==> config.mk <==
export PLATFORM = sky130hd
export DESIGN_NAME = pc_sequencer
export DESIGN_NICKNAME = d
export VERILOG_FILES = /design/src/rtl/pc_sequencer.sv
export SDC_FILE = /design/constraint.sdc
export NUM_CORES = 1
export LEC_CHECK = 0
export CORE_UTILIZATION = 50
export DETAILED_ROUTE_END_ITERATION = 7
export MAX_ROUTING_LAYER = met4
export PLACE_DENSITY_LB_ADDON = 0.12
export SETUP_SLACK_MARGIN = 0.3
export SYNTH_ARGS = -nofsm -noshare
export SYNTH_HDL_FRONTEND = slang
export SYNTH_SLANG_ARGS = --single-unit
==> constraint.sdc <==
create_clock -name clk -period 6.6 [get_ports clk]
set_clock_uncertainty 0.05 [all_clocks]
set_input_delay 0.66 -clock clk [delete_from_list [all_inputs] [get_ports clk]]
set_output_delay 0.66 -clock clk [all_outputs]
set_load 0.005 [all_outputs]
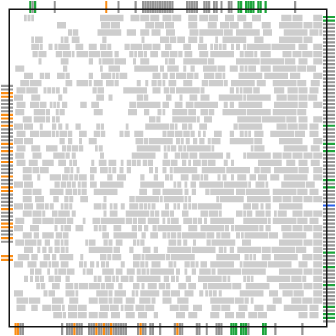
Fig. 1. Pin placement (run 1).
Pins as bars across the die edge, other pins in grey.
`link`: in blue, pins 1, direction input, edge right. `offset`: in orange, pins 26, direction input, edge 17 left, 8 bottom, 1 top. `link_addr`: in green, pins 32, direction output, edge 13 right, 11 top, 8 bottom.
die x size: 119 um
IO Port Bufs: 219
Die Y: 119 um

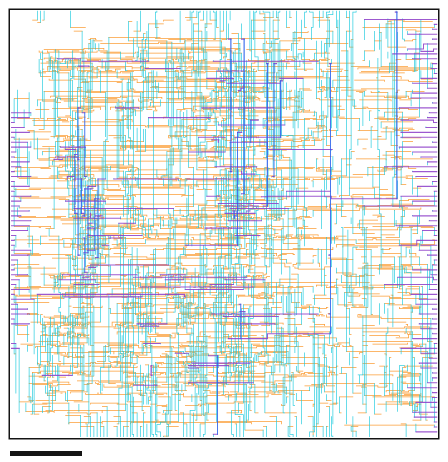
Fig. 2. Signal wires by layer (run 1).
Scale bar: 20 um.
metal 3: in purple, wire length 1550 um. metal 2: in cyan, wire length 9200 um. metal 1: in orange, wire length 9020 um. metal 4: in blue, wire length 519 um.
WL/cell: 18.1 um
GRT Util Overall: 29.6%
routed vias: 6574

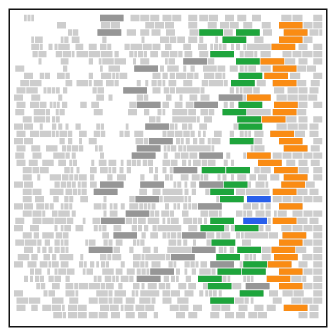
Fig. 3. Register map, names as in the netlist (run 1).
`link_addr`: in green, placed flops 30. `state_q`: in blue, placed flops 2. `instr`: in orange, placed flops 32, where a column on the right.
Another 31 sequential cells are not coloured.
register area: 0.00238 sq mm
Seq/total area: 26.1%
Final Util: 68.7%
P_seq: 1.01 mW

==> impl_metrics.toml, run 1 <==
# yosys + openroad results
[grt]
antenna_found_initial = 0
grt_max_degree = 62
busiest_layer = "met2"

[routing]
wl_met2_mm = 9.20
dr.pass1.iters = 5
drcViolationCount = 0
met1Wirelength_mm = 9.02
vias_per_cell = 5.86

[outcome]
status = "finished, final reports clean"

[yosys]
ys_chip_area_sq_mm = 0.00679
top_logic_kind = "AND-OR/OR-AND gates"
synth_area_leader_cell = "dfrtp_1"
ys_types = 74
ys_top_cells_by_area = "dfrtp_1 35%, ha_1 5.5%, o21ai_0 5.5%, mux2_2 5.3%, nand2_1 4.8%"
synth_adder_area_share_pct = 5.82
ys_sh_mux_pct = 6.26
ff_type = "dfrtp_1"

[power_and_ir_drop]
pwr-share-clk_pct = 17.3
p_leak_nw = 3.72
p_seq_share_pct = 33.8
switching_share_pct = 37.8
p_clk_mw = 0.515
p_sw_mw = 1.13

[placed_design]
placed_cell_area_sq_mm = 0.00880
place_congestion = 0.930

[clock_network]
cts.path.max_buffers = 2
cts_buffers = 9
cts_hold_buf = 0
cts_setup_buffers = 0
cts_root_buf = "clkbuf_16"
cts-resized-gates = 0

[critical_path]
critical_path_required_ns = 6.75
worst-path-stages = 10
criticalPathCategory = "primary input to flip-flop"
startpoint_type = "primary input"
crit_family = "simple AND/OR/NAND/NOR gates"
endpoint_kind = "flip-flop"

[finish]
areaGrowthSynthToFinish_pct = 33.8
drive_gt1_share_pct = 8.99
largest_register_ffs = 32
final_common_cell = "clkdlybuf4s50_1"

[sta]
worst_slack_ns = 3.26
slew_headroom_pct = 13.6
slew_violations = 0
finalSetupViolations = 0
setup_tns_ns = 0

[hold_path]
hp-class = "flip-flop to flip-flop"

[die]
io_pins = 230
==> run 1: tightest hold or removal path, delay by kind of cell, from the launching register on <==
| kind | cells | cell delay [ns] |
|---|---|---|
| simple gates | 1 | 0.04 |
| compound gates | 1 | 0.06 |
| flops | 1 | 0.35 |
==> run 1: final cells by class <==
| class | instances | area [sq um] |
|---|---|---|
| Fill cell | 1099 | 4150 |
| Multi-Input combinational cell | 597 | 3920 |
| Sequential cell | 95 | 2380 |
| Timing Repair Buffer | 224 | 2220 |
| Clock buffer | 9 | 225 |
| Tap cell | 176 | 220 |
| Clock inverter | 7 | 71.3 |
| Inverter | 14 | 53.8 |
==> inputs of run 2 (changes only) <==
- CORE_UTILIZATION: 50 -> 47
- clock period: 6.6 -> 3.1 ns (I/O delays scaled with it)
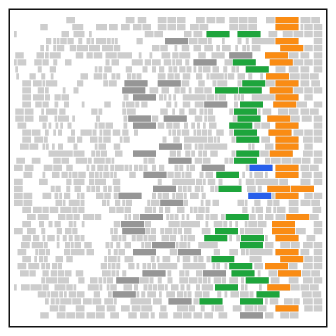
Fig. 4. Register map, names as in the netlist (run 2).
`state_q`: in blue, placed flops 2. `link_addr`: in green, placed flops 30, where a column on the right. `instr`: in orange, placed flops 32, where a column on the right.
Another 31 sequential cells are not coloured.
Final Util: 68.2%
P_seq: 1.94 mW

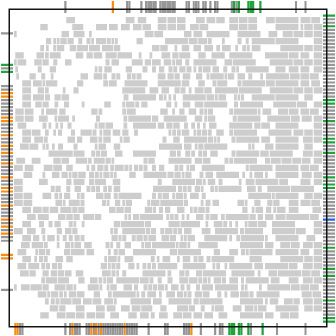
Fig. 5. Pin placement (run 2).
Pins as bars across the die edge, other pins in grey.
`link`: in blue, pins 1, direction input, edge right. `link_addr`: in green, pins 32, direction output, edge 17 right, 7 bottom, 6 top, 2 left. `offset`: in orange, pins 26, direction input, edge 17 left, 8 bottom, 1 top.
All pins by edge: 88 right, 53 bottom, 52 left, 37 top.
Die Y: 122 um
die x size: 122 um

==> run 2 against run 1 <==
Final cell count rose by 5.1%. Worst hold slack got worse by 0.084 ns. Sequential power rose by 92%. Synthesized area did not move. Routed wire length rose by 9.2%. Setup slack got worse by 2.8 ns. Clock power rose by 110%. Die size rose by 6.3%. Count of clock-buffer cells in the layout rose by 1. Non-clock buffer count rose by 53. Sequential share of layout area fell by 1.2 points. Register-to-register slack got worse by 3.1 ns. Largest power group unchanged. Highest routed layer unchanged.
==> impl_metrics.toml, run 2 <==
# yosys + openroad results
[clock_network]
cts-resized-gates = 0
cts_buffers = 9

[sta]
setup_tns_ns = 0
slew_headroom_pct = 46.1
slew_violations = 0
finalSetupViolations = 0

[hold_path]
hp-class = "primary input to asynchronous set/reset pin"

[finish]
drive_gt1_share_pct = 14.3
seq_area_sq_mm = 0.00238
nFillCells = 1127

[grt]
antenna_found_initial = 0
grt.total_usage_pct = 30.5
busiest_layer = "met1"
grt_max_degree = 61

[critical_path]
startpoint_type = "flip-flop"
critical_path_required_ns = 3.32
criticalPathCategory = "flip-flop to flip-flop"
endpoint_kind = "flip-flop"
crit_family = "AND-OR/OR-AND gates"
worst-path-stages = 9

[yosys]
ys_top_cells_by_area = "dfrtp_1 35%, ha_1 5.5%, o21ai_0 5.5%, mux2_2 5.3%, nand2_1 4.8%"
ys_types = 74
ys_chip_area_sq_mm = 0.00679
ff_type = "dfrtp_1"

[routing]
met1Wirelength_mm = 10.1
via_count = 6782
dr.pass1.iters = 5
drcViolationCount = 0
vias_per_cell = 5.75
wl_met2_mm = 9.52

[placed_design]
place_congestion = 0.926

[die]
io_pins = 230

[outcome]
status = "finished, final reports clean"

[power_and_ir_drop]
p_leak_nw = 4.00
## run 2: cells by family after synthesis
group                    synth area share (%)
AND/OR/NAND/NOR                          17.2
multiplexers                             6.26
flip-flops                               35.0
AND-OR/OR-AND                            21.7
buffers and inverters                    7.57
other                                  0.0552
XOR/XNOR                                 6.45
adder cells (fa/ha/maj)                  5.82
## run 2: final cells by class
| type | instances | area share (%) |
|---|---|---|
| inverter | 14 | 0.590 |
| clock inverter | 6 | 0.538 |
| tap | 180 | 2.36 |
| clock buffer | 10 | 2.51 |
| timing repair buffer | 277 | 27.6 |
| multi-input combinational | 597 | 41.5 |
| sequential | 95 | 24.9 |
## run 2: report_power, final
part,internal [mW],switching (mW)
registers,1.63,0.306
clock network,0.578,0.508
logic,2.00,1.70
total,4.22,2.52
Power and IR drop assume default switching activity.
